## src/rtl/crc_32_sched_pkg.sv

```systemverilog
// -----------------------------------------------------------------------------
// crc_32_sched_pkg
// Shared constants and types for the multi-request CRC-32 scheduler.
//   CRC_INIT        seed for a fresh packet
//   CRC_XOROUT      final inversion applied to a completed packet CRC
//   CRC_WORD_WIDTH  width of one datapath word in bits
//   stream_state_e  per-stream packet state (IDLE, ACCUM, DONE)
// -----------------------------------------------------------------------------
package crc_32_sched_pkg;

  localparam logic [31:0] CRC_INIT       = 32'hFFFFFFFF;
  localparam logic [31:0] CRC_XOROUT     = 32'hFFFFFFFF;
  localparam int          CRC_WORD_WIDTH = 48;

  typedef enum logic [1:0] {
    IDLE  = 2'd0,
    ACCUM = 2'd1,
    DONE  = 2'd2
  } stream_state_e;

endpackage

```

## src/rtl/crc_32_rr_multi_grant.sv

```systemverilog
// -----------------------------------------------------------------------------
// crc_32_rr_multi_grant
// Combinational round-robin picker that grants up to INST_COUNT of REQ_COUNT
// eligible requesters per cycle. The scan starts at rr_ptr_i and wraps.
// Ports:
//   eligible_i  requester eligibility mask
//   rr_ptr_i    current round-robin start index
//   grant_o     granted requesters (at most INST_COUNT bits set)
//   next_ptr_o  index after the last granted requester, or rr_ptr_i if none
// -----------------------------------------------------------------------------
module crc_32_rr_multi_grant #(
  parameter  int REQ_COUNT  = 4,
  parameter  int INST_COUNT = 2,
  localparam int PTR_WIDTH  = $clog2(REQ_COUNT)
) (
  input  logic [REQ_COUNT-1:0] eligible_i,
  input  logic [PTR_WIDTH-1:0] rr_ptr_i,
  output logic [REQ_COUNT-1:0] grant_o,
  output logic [PTR_WIDTH-1:0] next_ptr_o
);

  // Walk the requesters in round-robin order from the pointer and take the
  // first INST_COUNT eligible ones. The next pointer lands just past the
  // last one taken so the skipped streams are first in line next cycle.
  always_comb begin
    int                   granted;
    logic [PTR_WIDTH-1:0] idx;
    grant_o    = '0;
    next_ptr_o = rr_ptr_i;
    granted    = 0;
    idx        = '0;
    for (int k = 0; k < REQ_COUNT; k++) begin
      idx = PTR_WIDTH'((int'(rr_ptr_i) + k) % REQ_COUNT);
      if (eligible_i[idx] && (granted < INST_COUNT)) begin
        grant_o[idx] = 1'b1;
        granted      = granted + 1;
        next_ptr_o   = PTR_WIDTH'((int'(idx) + 1) % REQ_COUNT);
      end
    end
  end

endmodule

```

## src/rtl/crc_32_req_scheduler.sv

```systemverilog
// -----------------------------------------------------------------------------
// crc_32_req_scheduler
// Sequencing and arbitration front-end for a shared combinational CRC-32
// datapath. Keeps a running CRC per stream, grants up to INST_COUNT streams
// per cycle round-robin, masks the datapath word valids to the granted
// streams, and returns each finished CRC through a per-stream handshake.
// Ports:
//   CLK, RST                     clock, synchronous active-high reset
//   REQ_VALID/READY/SOP/EOP      per-stream beat handshake and framing
//   REQ_WORD_VALID, REQ_DATA     per-word valids and beat data
//   RES_VALID/READY, RES_CRC     per-stream final CRC handshake
//   DP_CRC_IN/VALID/DATA         drive to the CRC datapath
//   DP_CRC_OUT                   CRC result from the datapath
// Optional build macro CRC_32_SCHED_ERR_CNT_EN adds:
//   ERR_COUNT  saturating count of framing anomalies
//   ERR_CLR    clears ERR_COUNT
// -----------------------------------------------------------------------------
module crc_32_req_scheduler
  import crc_32_sched_pkg::*;
#(
  parameter  int REQ_COUNT      = 4,
  parameter  int INST_COUNT     = 2,
  parameter  int PARALLEL_DEPTH = 2,
  localparam int PTR_WIDTH      = $clog2(REQ_COUNT)
) (
  input  logic                                           CLK,
  input  logic                                           RST,
  input  logic [REQ_COUNT-1:0]                           REQ_VALID,
  output logic [REQ_COUNT-1:0]                           REQ_READY,
  input  logic [REQ_COUNT-1:0]                           REQ_SOP,
  input  logic [REQ_COUNT-1:0]                           REQ_EOP,
  input  logic [REQ_COUNT*PARALLEL_DEPTH-1:0]            REQ_WORD_VALID,
  input  logic [REQ_COUNT*PARALLEL_DEPTH*CRC_WORD_WIDTH-1:0] REQ_DATA,
  output logic [REQ_COUNT-1:0]                           RES_VALID,
  input  logic [REQ_COUNT-1:0]                           RES_READY,
  output logic [REQ_COUNT*32-1:0]                        RES_CRC,
  output logic [REQ_COUNT*32-1:0]                        DP_CRC_IN,
  output logic [REQ_COUNT*PARALLEL_DEPTH-1:0]            DP_VALID,
  output logic [REQ_COUNT*PARALLEL_DEPTH*CRC_WORD_WIDTH-1:0] DP_DATA,
  input  logic [REQ_COUNT*32-1:0]                        DP_CRC_OUT
`ifdef CRC_32_SCHED_ERR_CNT_EN
  ,
  output logic [15:0]                                    ERR_COUNT,
  input  logic                                           ERR_CLR
`endif
);

  logic [REQ_COUNT-1:0] eligible;
  logic [REQ_COUNT-1:0] grant;
  logic [REQ_COUNT-1:0] accept;
  logic [PTR_WIDTH-1:0] rrPtr_q;
  logic [PTR_WIDTH-1:0] rrPtr_d;

  crc_32_rr_multi_grant #(
    .REQ_COUNT (REQ_COUNT),
    .INST_COUNT(INST_COUNT)
  ) uPicker (
    .eligible_i(eligible),
    .rr_ptr_i  (rrPtr_q),
    .grant_o   (grant),
    .next_ptr_o(rrPtr_d)
  );

  // Nothing is granted while reset is held, so no beat can slip through.
  assign REQ_READY = grant & {REQ_COUNT{~RST}};
  assign accept    = REQ_VALID & REQ_READY;
  assign DP_DATA   = REQ_DATA;

  // The picker already returns the held pointer when nothing is granted.
  always_ff @(posedge CLK) begin
    if (RST) begin
      rrPtr_q <= '0;
    end else begin
      rrPtr_q <= rrPtr_d;
    end
  end

  for (genvar g = 0; g < REQ_COUNT; g++) begin : gStream
    stream_state_e state_q;
    logic [31:0]   crc_q;
    logic [31:0]   resCrc_q;
    logic          resValid_q;

    // A beat with no valid words would make no progress, so it is never
    // granted; a stream holding an unread result is parked until drained.
    assign eligible[g] = REQ_VALID[g]
                       & (|REQ_WORD_VALID[g*PARALLEL_DEPTH +: PARALLEL_DEPTH])
                       & (state_q != DONE);

    assign DP_VALID[g*PARALLEL_DEPTH +: PARALLEL_DEPTH] =
      REQ_WORD_VALID[g*PARALLEL_DEPTH +: PARALLEL_DEPTH] & {PARALLEL_DEPTH{REQ_READY[g]}};

    // An SOP or any beat arriving in IDLE starts from the seed, which also
    // throws away a partial CRC when a packet is restarted mid-stream.
    assign DP_CRC_IN[g*32 +: 32] = (REQ_SOP[g] || (state_q == IDLE)) ? CRC_INIT : crc_q;

    assign RES_VALID[g]        = resValid_q;
    assign RES_CRC[g*32 +: 32] = resCrc_q;

    // Per-stream packet FSM. An accepted beat folds the datapath result into
    // the running CRC; the EOP beat also publishes the inverted CRC. DONE
    // only leaves on the result handshake, so the stream cannot be granted
    // again until the following cycle.
    always_ff @(posedge CLK) begin
      if (RST) begin
        state_q    <= IDLE;
        crc_q      <= CRC_INIT;
        resCrc_q   <= '0;
        resValid_q <= 1'b0;
      end else begin
        case (state_q)
          IDLE, ACCUM: begin
            if (accept[g]) begin
              crc_q <= DP_CRC_OUT[g*32 +: 32];
              if (REQ_EOP[g]) begin
                state_q    <= DONE;
                resCrc_q   <= DP_CRC_OUT[g*32 +: 32] ^ CRC_XOROUT;
                resValid_q <= 1'b1;
              end else begin
                state_q <= ACCUM;
              end
            end
          end
          DONE: begin
            if (resValid_q && RES_READY[g]) begin
              state_q    <= IDLE;
              resValid_q <= 1'b0;
            end
          end
          default: state_q <= IDLE;
        endcase
      end
    end
  end

`ifdef CRC_32_SCHED_ERR_CNT_EN
  logic [REQ_COUNT-1:0] errEvent;
  logic [15:0]          errCount_q;
  logic [16:0]          errSum;

  // Framing anomalies: a continuation beat with no packet open, or a new
  // packet started on top of an unfinished one.
  for (genvar e = 0; e < REQ_COUNT; e++) begin : gErr
    assign errEvent[e] = accept[e]
                       & (((gStream[e].state_q == IDLE)  & ~REQ_SOP[e])
                        | ((gStream[e].state_q == ACCUM) &  REQ_SOP[e]));
  end

  assign errSum    = {1'b0, errCount_q} + 17'($countones(errEvent));
  assign ERR_COUNT = errCount_q;

  // Saturating accumulator; a clear request overrides any same-cycle events.
  always_ff @(posedge CLK) begin
    if (RST || ERR_CLR) begin
      errCount_q <= '0;
    end else begin
      errCount_q <= errSum[16] ? 16'hFFFF : errSum[15:0];
    end
  end
`endif

endmodule

```

## config.mk

```make
export PLATFORM = sky130hd
export DESIGN_NAME = crc_32_req_scheduler
export DESIGN_NICKNAME = d
export VERILOG_FILES = /design/src/rtl/crc_32_sched_pkg.sv /design/src/rtl/crc_32_rr_multi_grant.sv /design/src/rtl/crc_32_req_scheduler.sv
export SDC_FILE = /design/constraint.sdc
export NUM_CORES = 1
export LEC_CHECK = 0
export CORE_AREA = 2 2 466 468
export CTS_BUF_LIST = sky130_fd_sc_hd__clkbuf_4
export CTS_CLUSTER_SIZE = 30
export DETAILED_ROUTE_END_ITERATION = 6
export DIE_AREA = 0 0 468 470
export GPL_TIMING_DRIVEN = 0
export HOLD_SLACK_MARGIN = 0.08
export PLACE_DENSITY = 0.3
export SLEW_MARGIN = 0
export SYNTH_ARGS = -nofsm -noshare
export SYNTH_HDL_FRONTEND = slang
export SYNTH_SLANG_ARGS = --single-unit
```

## constraint.sdc

```tcl
create_clock -name CLK -period 6.83 [get_ports CLK]
set_input_delay 1.7075 -clock CLK [delete_from_list [all_inputs] [get_ports CLK]]
set_output_delay 1.7075 -clock CLK [all_outputs]
set_load 0.02 [all_outputs]
```

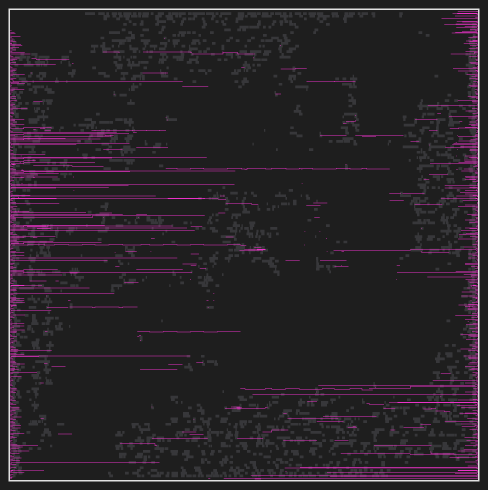
Fig. 1. The metal 3 layer (run 1).
(1 px per um)
The longest straight run is 254 um. 717 nets have wire on it.

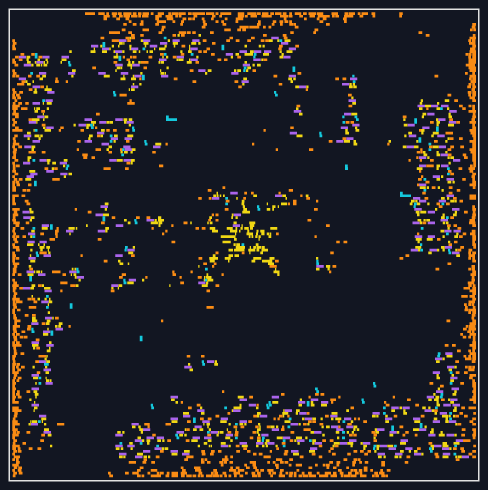
Fig. 2. Cell classes on the final placement (run 1).
(1 px per um)
Purple is flops, cells 270, share of their area 22%. Yellow is all other logic, cells 868, share of their area 26%. Orange is other buffers and delay cells, cells 1294, share of their area 47%. Cyan is clock drivers and dummy loads, cells 183, share of their area 5.3%.

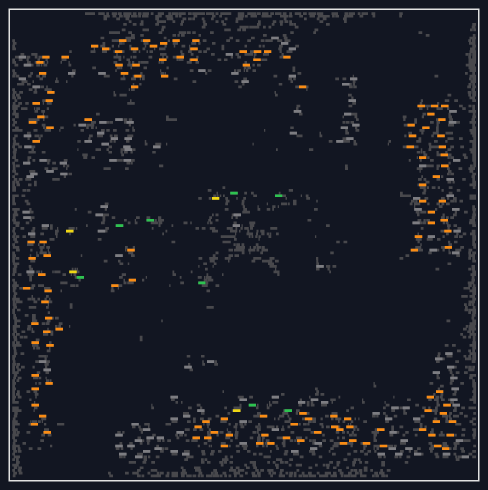
Fig. 3. Where the registers sit (run 1).
(1 px per um) Other sequential cells in the stronger gray, the rest of the logic in the fainter gray.
Orange is gStream.crc_q, placed flops 128, where spread over the die. Yellow is gStream.resValid_q, placed flops 4. Green is gStream.state_q, placed flops 8.
Another 130 sequential cells are not colored.

==> results.py, run 1 <==
# Physical implementation metrics
metrics = {
    "routing": {
        "drc": 0,
        "postRouteAntennaNets": 0,
        "via_count": 14800,
        "dr.pass1.iters": 4,
        "vias_per_cell": 2.70,
    },
    "setup_path": {
        "setup.worst_path.end": "DP_VALID[4]",
        "cp_slowest_cell": "clkdlybuf4s50_1",
        "critPathBufInv": 4,
        "path_delay_family": "buffers and inverters",
        "critPathLaunchType": "input pin",
        "path_class": "input pin to output port",
        "arrival_ns": 4.94,
        "rr_endpoint": "gStream[0].state_q[0]$_SDFFE_PP0P_",
        "cp.depth": 12,
        "cp.required_ns": 5.12,
        "reg2regPathDepth": 13,
        "crit_path_cell_trace": "clkdlybuf4s50_1, nor3b_1, mux4_2, inv_1, ha_1, inv_1, a21oi_1, a221o_2, a21boi_4, nor2_1, nor3b_1, buf_4",
    },
    "synth": {
        "async_flop_share_pct": 0,
        "avgSynthCellArea_sq_um": 9.32,
        "syn_area_sq_um": 15100,
        "ys.flops": 270,
        "ys_seq_share_pct": 35.8,
        "yosys_cells": 1619,
        "yosys-stat-area_sq_um": 15100,
        "yosysWarnings": 0,
        "yosysTopAreaCell": "dfxtp_1",
        "top_area_share_pct": 35.8,
    },
    "layout": {
        "lay_top_count": "clkdlybuf4s50_1",
        "area.combinational_sq_um": 6230,
        "area_growth_pct": 87.0,
        "fin_area_sq_um": 28200,
    },
    "floorplan": {
        "fp.dieArea_sq_um": 220000,
        "fp_util_pct": 7.00,
        "ioPinCount": 1194,
    },
    "clock_network": {
        "hold_buffers": 0,
        "clock.latency.late_pin_ns": 1.12,
        "cts_tree": "built",
        "clk_pin_slew_worst_paths_ns": 0.06,
        "cts_buffers": 103,
        "cts_root_buf": "clkbuf_4",
    },
    "grt": {
        "first_global_vias": 15300,
        "antenna_found_initial": 56,
        "track_usage_pct": 10.4,
    },
    "timing": {
        "hold_violations": 0,
        "worst_slack_ns": 0.186,
        "drv_slew": 0,
        "worstMarginPinSlew_ns": 1.19,
        "hold_ws_ns": 0.475,
    },
    "hold_path": {
        "hold_class": "flip-flop to flip-flop",
        "min_from": "gStream[0].resCrc_q[13]$_SDFFE_PP0P_",
    },
    "placed_design": {
        "place.gp.congestion": 0.775,
        "port_buffers": 808,
        "placed_area_sq_um": 26800,
        "dp.cells": 5281,
        "dp_hpwl_um": 99600,
    },
    "status": {
        "status": "complete, no violations",
    },
    "pwr": {
        "powerClk_uw": 2060,
        "finalPower_uw": 6960,
        "clockPowerShare_pct": 29.6,
        "swShare_pct": 39.8,
        "powerSeq_uw": 2090,
    },
    "run": {
        "warning_count": 35,
    },
}
==> run 1: per-layer routing <==
| metal | up-vias | global-route usage [%] | share of wire, % |
|---|---|---|---|
| met5 | - | 0 | 0.16 |
| met1 | 6753 | 10.9 | 37 |
| met2 | 924 | 17.7 | 48 |
| met4 | 26 | 3.05 | 3.0 |
| met3 | 208 | 5.59 | 12 |
| li1 | 6917 | - | - |
==> run 1: synthesized netlist by cell type, types with 2 or more instances <==
| master | instances |
|---|---|
| buf_4 | 392 |
| o21ai_4 | 3 |
| o211ai_1 | 5 |
| buf_2 | 14 |
| o21bai_1 | 4 |
| a21oi_2 | 2 |
| mux2i_1 | 195 |
| and2_1 | 6 |
| and2b_1 | 2 |
| or2_2 | 128 |
| nor3_2 | 2 |
| o21ai_0 | 5 |
| inv_1 | 11 |
| o21a_1 | 3 |
| mux4_2 | 2 |
| nand2_1 | 15 |
| and2_0 | 2 |
| a211o_1 | 2 |
| a21boi_1 | 3 |
| dfxtp_1 | 270 |
| or2_1 | 2 |
| nor2b_1 | 68 |
| o21ai_1 | 2 |
| and3_1 | 2 |
| ha_1 | 10 |
| or3_1 | 6 |
| a211oi_2 | 2 |
| nand2b_1 | 128 |
| a221oi_1 | 2 |
| a221o_1 | 67 |
| a21oi_1 | 16 |
| buf_12 | 6 |
| buf_8 | 4 |
| a31oi_1 | 2 |
| buf_6 | 7 |
| clkbuf_1 | 58 |
| o21ai_2 | 2 |
| a32oi_1 | 2 |
| nor4_2 | 2 |
| o211a_1 | 2 |
| nor2_1 | 144 |
| nor3b_1 | 7 |
==> run 1: worst min path at each step <==
stage          slack [ns]  cells after the start                                   end
2_1_floorplan        0.45                      2    gStream[3].state_q[0]$_SDFFE_PP0P_
3_3_place_gp         0.46                      1     gStream[2].crc_q[31]$_SDFFE_PP1P_
3_5_place_dp         0.47                      1     gStream[0].crc_q[11]$_SDFFE_PP1P_
4_1_cts              0.48                      2  gStream[2].resCrc_q[13]$_SDFFE_PP0P_
5_1_grt              0.49                      2  gStream[0].resCrc_q[16]$_SDFFE_PP0P_
6_report             0.48                      2  gStream[0].resCrc_q[13]$_SDFFE_PP0P_
==> run 1: area by class of cell <==
cell class	instances	share of cell area, %
tap	2854	12.7
buffer	481	12.4
sequential	270	19.2
clock inverter	38	0.758
clock buffer	145	3.86
inverter	12	0.160
timing repair buffer	813	28.7
multi-input combinational	856	22.1
antenna	26	0.231
==> run 1: logic make-up (layout without fill, tap and decap cells) <==
family | after synthesis | after routing | share of synthesized area, %
and+or+nand+nor | 518 | 518 | 19.1
buffers and inverters | 493 | 1489 | 23.4
muxes | 198 | 198 | 13.3
other | 0 | 26 | 0
AOI/OAI and AO/OA | 130 | 130 | 7.56
adders and majority gates | 10 | 10 | 0.829
DFF | 270 | 270 | 35.8
==> run 1: registers in the layout (all words and copies together) (netlist names) <==
register and flops:
gStream.crc_q 128, gStream.resCrc_q 128, gStream.resValid_q 4, gStream.state_q 8
rrPtr_q 2
==> run 1: what timing repair did <==
| item | 4_1_cts | 5_1_grt |
|---|---|---|
| endpoints found under the setup margin | 12 | 12 |
| hold endpoints to repair | 0 | 0 |
| pin swaps | 2 | 2 |
| setup buffers | 3 | 2 |
| gates resized | 78 | 11 |
Fig. 4: run 1, placement view
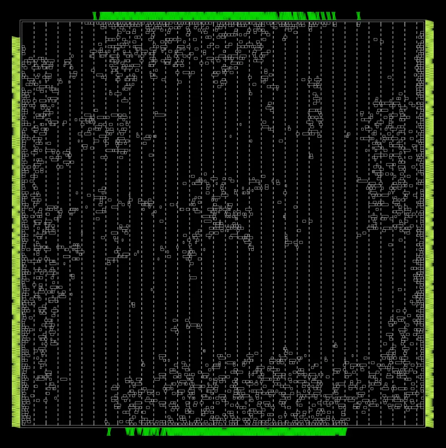

## Run 2: what changed since run 1
--- a/config.mk
+++ b/config.mk
@@ -5,13 +5,13 @@
 export SDC_FILE = /design/constraint.sdc
 export NUM_CORES = 1
 export LEC_CHECK = 0
-export CORE_AREA = 2 2 466 468
+export CORE_AREA = 2 2 465 467
 export CTS_BUF_LIST = sky130_fd_sc_hd__clkbuf_4
 export CTS_CLUSTER_SIZE = 30
 export DETAILED_ROUTE_END_ITERATION = 6
-export DIE_AREA = 0 0 468 470
+export DIE_AREA = 0 0 467 469
 export GPL_TIMING_DRIVEN = 0
-export HOLD_SLACK_MARGIN = 0.08
+export HOLD_SLACK_MARGIN = 0.05
 export PLACE_DENSITY = 0.3
 export SLEW_MARGIN = 0
 export SYNTH_ARGS = -nofsm -noshare
==> constraint.sdc (replaced) <==
create_clock -name CLK -period 5.9 [get_ports CLK]
set_input_delay 1.475 -clock CLK [delete_from_list [all_inputs] [get_ports CLK]]
set_output_delay 1.475 -clock CLK [all_outputs]
set_load 0.02 [all_outputs]
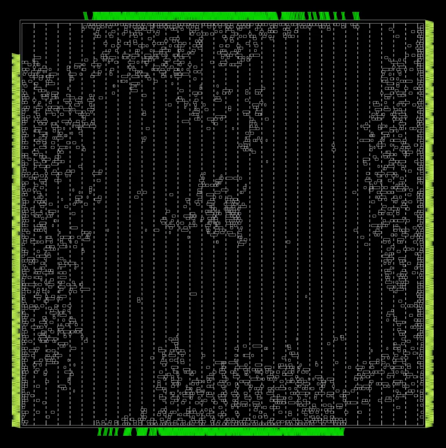
Fig. 5. Placement view (run 2).
Filler Cells Inserted: 24400
Seq area share: 19.0%
# rows: 170
final core utilization: 13.3%

==> results.py, run 2 <==
# Physical implementation metrics
metrics = {
    "layout": {
        "nNetsFinal": 3104,
        "area_growth_pct": 88.7,
        "lay_top_count": "clkdlybuf4s50_1",
        "mostFrequentLayoutCells": "clkdlybuf4s50_1, buf_4, dfxtp_1",
        "reg.largest.list": "gStream.crc_q (128), gStream.resCrc_q (128), gStream.state_q (8)",
    },
    "run": {
        "cap_violations": 0,
        "warning_count": 35,
    },
    "setup_path": {
        "cp.required_ns": 4.43,
        "reg2regPathDepth": 14,
        "rr_endpoint": "gStream[0].crc_q[23]$_SDFFE_PP1P_",
        "setup.worst_path.end": "DP_VALID[5]",
        "critPathLaunchType": "input pin",
        "path_class": "input pin to output port",
        "startpoint": "REQ_WORD_VALID[2]",
        "worstPathMaxFanout": 5,
        "crit_path_cell_trace": "dlygate4sd2_1, nor2_4, nor3b_2, mux4_2, inv_2, ha_1, inv_2, a21oi_2, a221o_2, a21boi_4, nor2_4, nor3b_2, buf_4",
        "cp.depth": 13,
        "cpPeakStageDelay_ns": 0.53,
        "cp_slowest_cell": "mux4_2",
        "arrival_ns": 4.36,
        "end_kind": "output port",
        "reg2reg_from": "rrPtr_q[0]$_SDFFE_PP0P_",
        "critPathBufInv": 4,
        "path_delay_family": "AND-OR/OR-AND gates",
    },
    "synth": {
        "async_flop_share_pct": 0,
        "yosys-stat-area_sq_um": 15100,
        "yosysWarnings": 0,
        "yosys_most_used_dff": "dfxtp_1",
        "top_cells_by_count": "buf_4, dfxtp_1, mux2i_1, nor2_1",
        "fp_nets": 2167,
        "syn_area_sq_um": 15100,
        "edf_count": 0,
        "ys_seq_share_pct": 35.8,
        "yosys_cells": 1619,
        "yosys.cell_count.top_type": "buf_4",
        "top_area_share_pct": 35.8,
        "syn_inst": 1619,
        "ys.flops": 270,
        "ys_types": 54,
        "avgSynthCellArea_sq_um": 9.32,
        "yosysTopAreaCell": "dfxtp_1",
    },
    "floorplan": {
        "fp.dieArea_sq_um": 219000,
        "dieHeight_um": 469,
        "fp_util_pct": 7.06,
        "ioPinCount": 1194,
    },
    "grt": {
        "grt_pass1_wl_um": 145000,
        "antenna_found_initial": 47,
        "track_usage_pct": 9.92,
        "first_global_vias": 15600,
        "grt_max_degree": 17,
    },
    "pwr": {
        "clockPowerShare_pct": 28.1,
        "internal_power_uw": 4880,
        "finalPower_uw": 8040,
        "swShare_pct": 39.3,
        "seq_power_share_pct": 30.2,
        "vdd_ir_drop_max_mv": 0.159,
        "power_density_nw_per_um2": 282,
    },
    "placed_design": {
        "dp_hpwl_um": 95500,
        "place.gp.congestion": 0.844,
        "port_buffers": 808,
    },
    "routing": {
        "via_count": 14900,
        "routed_wl_um": 114000,
        "routedWlPerCell_um": 20.7,
        "vias_per_cell": 2.71,
        "drc": 0,
        "dr.pass1.iters": 4,
        "postRouteAntennaNets": 0,
        "drt-initial-drc-count": 436,
    },
    "status": {
        "status": "complete, no violations",
    },
    "clock_network": {
        "cts_tree": "built",
        "clk_pin_slew_worst_paths_ns": 0.05,
        "cts_root_buf": "clkbuf_4",
        "hold_buffers": 0,
        "clock_sinks": 270,
        "clock.latency.late_pin_ns": 1.08,
        "cts_buffers": 97,
    },
    "timing": {
        "setup_violations": 0,
        "min_period_ns": 5.84,
        "worst_slack_ns": 0.0616,
        "hold_violations": 0,
        "fin_crit_sh_pct": 99.0,
        "worstMarginPinSlew_ns": 1.13,
        "tns_ns": 0,
        "relSlewSlack_pct": 24.7,
        "drv_slew": 0,
        "rsz0062_at_grt": "yes",
    },
    "hold_path": {
        "hold_class": "flip-flop to flip-flop",
    },
}
## run 2: netlist changes by cell type in the layout (fill, tap and decap cells not counted), sizes merged, moves of 2 or more
cell           before  now
dlygate4sd2         0    7
clkbuf            207  202
clkinvlp            3    1
clkdlybuf4s50     795  784
clkdlybuf4s15       2    5
buf               435  464
clkinv             31   20
## run 2: power groups by stage
stage | registers (uW) | logic [uW] | clock network, uW
2_1_floorplan | 2520 | 1640 | 0
5_1_grt | 2480 | 3630 | 2530
4_1_cts | 2430 | 3460 | 2480
6_report | 2430 | 3360 | 2260
3_3_place_gp | 2450 | 3290 | 0
3_5_place_dp | 2460 | 3280 | 0
## run 2: tightest hold or removal path: cells and delay by family (launching register included)
kind	cells	cell delay, ns
muxes	1	0.06
DFF	1	0.31
and+or+nand+nor	1	0.06
## run 2: what timing repair did
action	in CTS	in global routing
pin swaps	21	6
hold endpoints to repair	0	0
buffers inserted	27	1
setup endpoints to repair	14	9
resized	141	11
## run 2: final cells by class
class / instances / area [sq um] / area share, %
Tap cell: 2838 / 3550 / 12.5
Antenna cell: 26 / 65.1 / 0.228
Clock inverter: 25 / 153 / 0.536
Timing Repair Buffer: 838 / 8310 / 29.2
Multi-Input combinational cell: 856 / 6360 / 22.3
Buffer: 481 / 3520 / 12.3
Inverter: 12 / 48.8 / 0.171
Sequential cell: 270 / 5410 / 19.0
Clock buffer: 143 / 1070 / 3.77
## run 2: kinds of logic (layout without fill, tap and decap cells)
group / after synthesis / count (layout) / share of synthesized area [%]
compound gates: 130 / 130 / 7.56
fa+ha+maj: 10 / 10 / 0.829
buf+inv: 493 / 1499 / 23.4
flops: 270 / 270 / 35.8
mux: 198 / 198 / 13.3
other cells: 0 / 26 / 0
simple gates: 518 / 518 / 19.1
## run 2: worst min-delay path by stage
stage	slack [ns]	from	cells after the start	end
after floorplan	0.45	gStream[3].state_q[0]$_SDFFE_PP0P_	2	gStream[3].state_q[0]$_SDFFE_PP0P_
after global placement	0.46	gStream[0].crc_q[2]$_SDFFE_PP1P_	1	gStream[0].crc_q[2]$_SDFFE_PP1P_
after detailed placement	0.47	gStream[2].crc_q[31]$_SDFFE_PP1P_	1	gStream[2].crc_q[31]$_SDFFE_PP1P_
after CTS	0.48	gStream[2].resValid_q$_SDFFE_PP0P_	2	gStream[2].resValid_q$_SDFFE_PP0P_
after global routing	0.49	gStream[0].crc_q[17]$_SDFFE_PP1P_	1	gStream[0].crc_q[17]$_SDFFE_PP1P_
final	0.48	gStream[2].resCrc_q[5]$_SDFFE_PP0P_	2	gStream[2].resCrc_q[5]$_SDFFE_PP0P_
## run 2: per-stage QoR
step	hold WS [ns]	cells	cell area [sq um]
6_report	0.476	5489	28500
5_1_grt	0.490	5480	28500
4_1_cts	0.479	5462	28400
3_5_place_dp	0.466	5267	26800
3_3_place_gp	0.462	5265	26700
2_1_floorplan	0.446	1619	15100
## run 2: routing by layer
metal	vias up	share of wire, %	wire (um)	global-route usage [%]
li1	6938	-	-	-
met1	6900	38	42700	10.6
met2	873	50	56300	17.5
met3	176	10	11600	4.32
met4	14	2.5	2830	2.91
met5	-	0.089	101	0
Power is estimated from default activity; no workload was simulated.
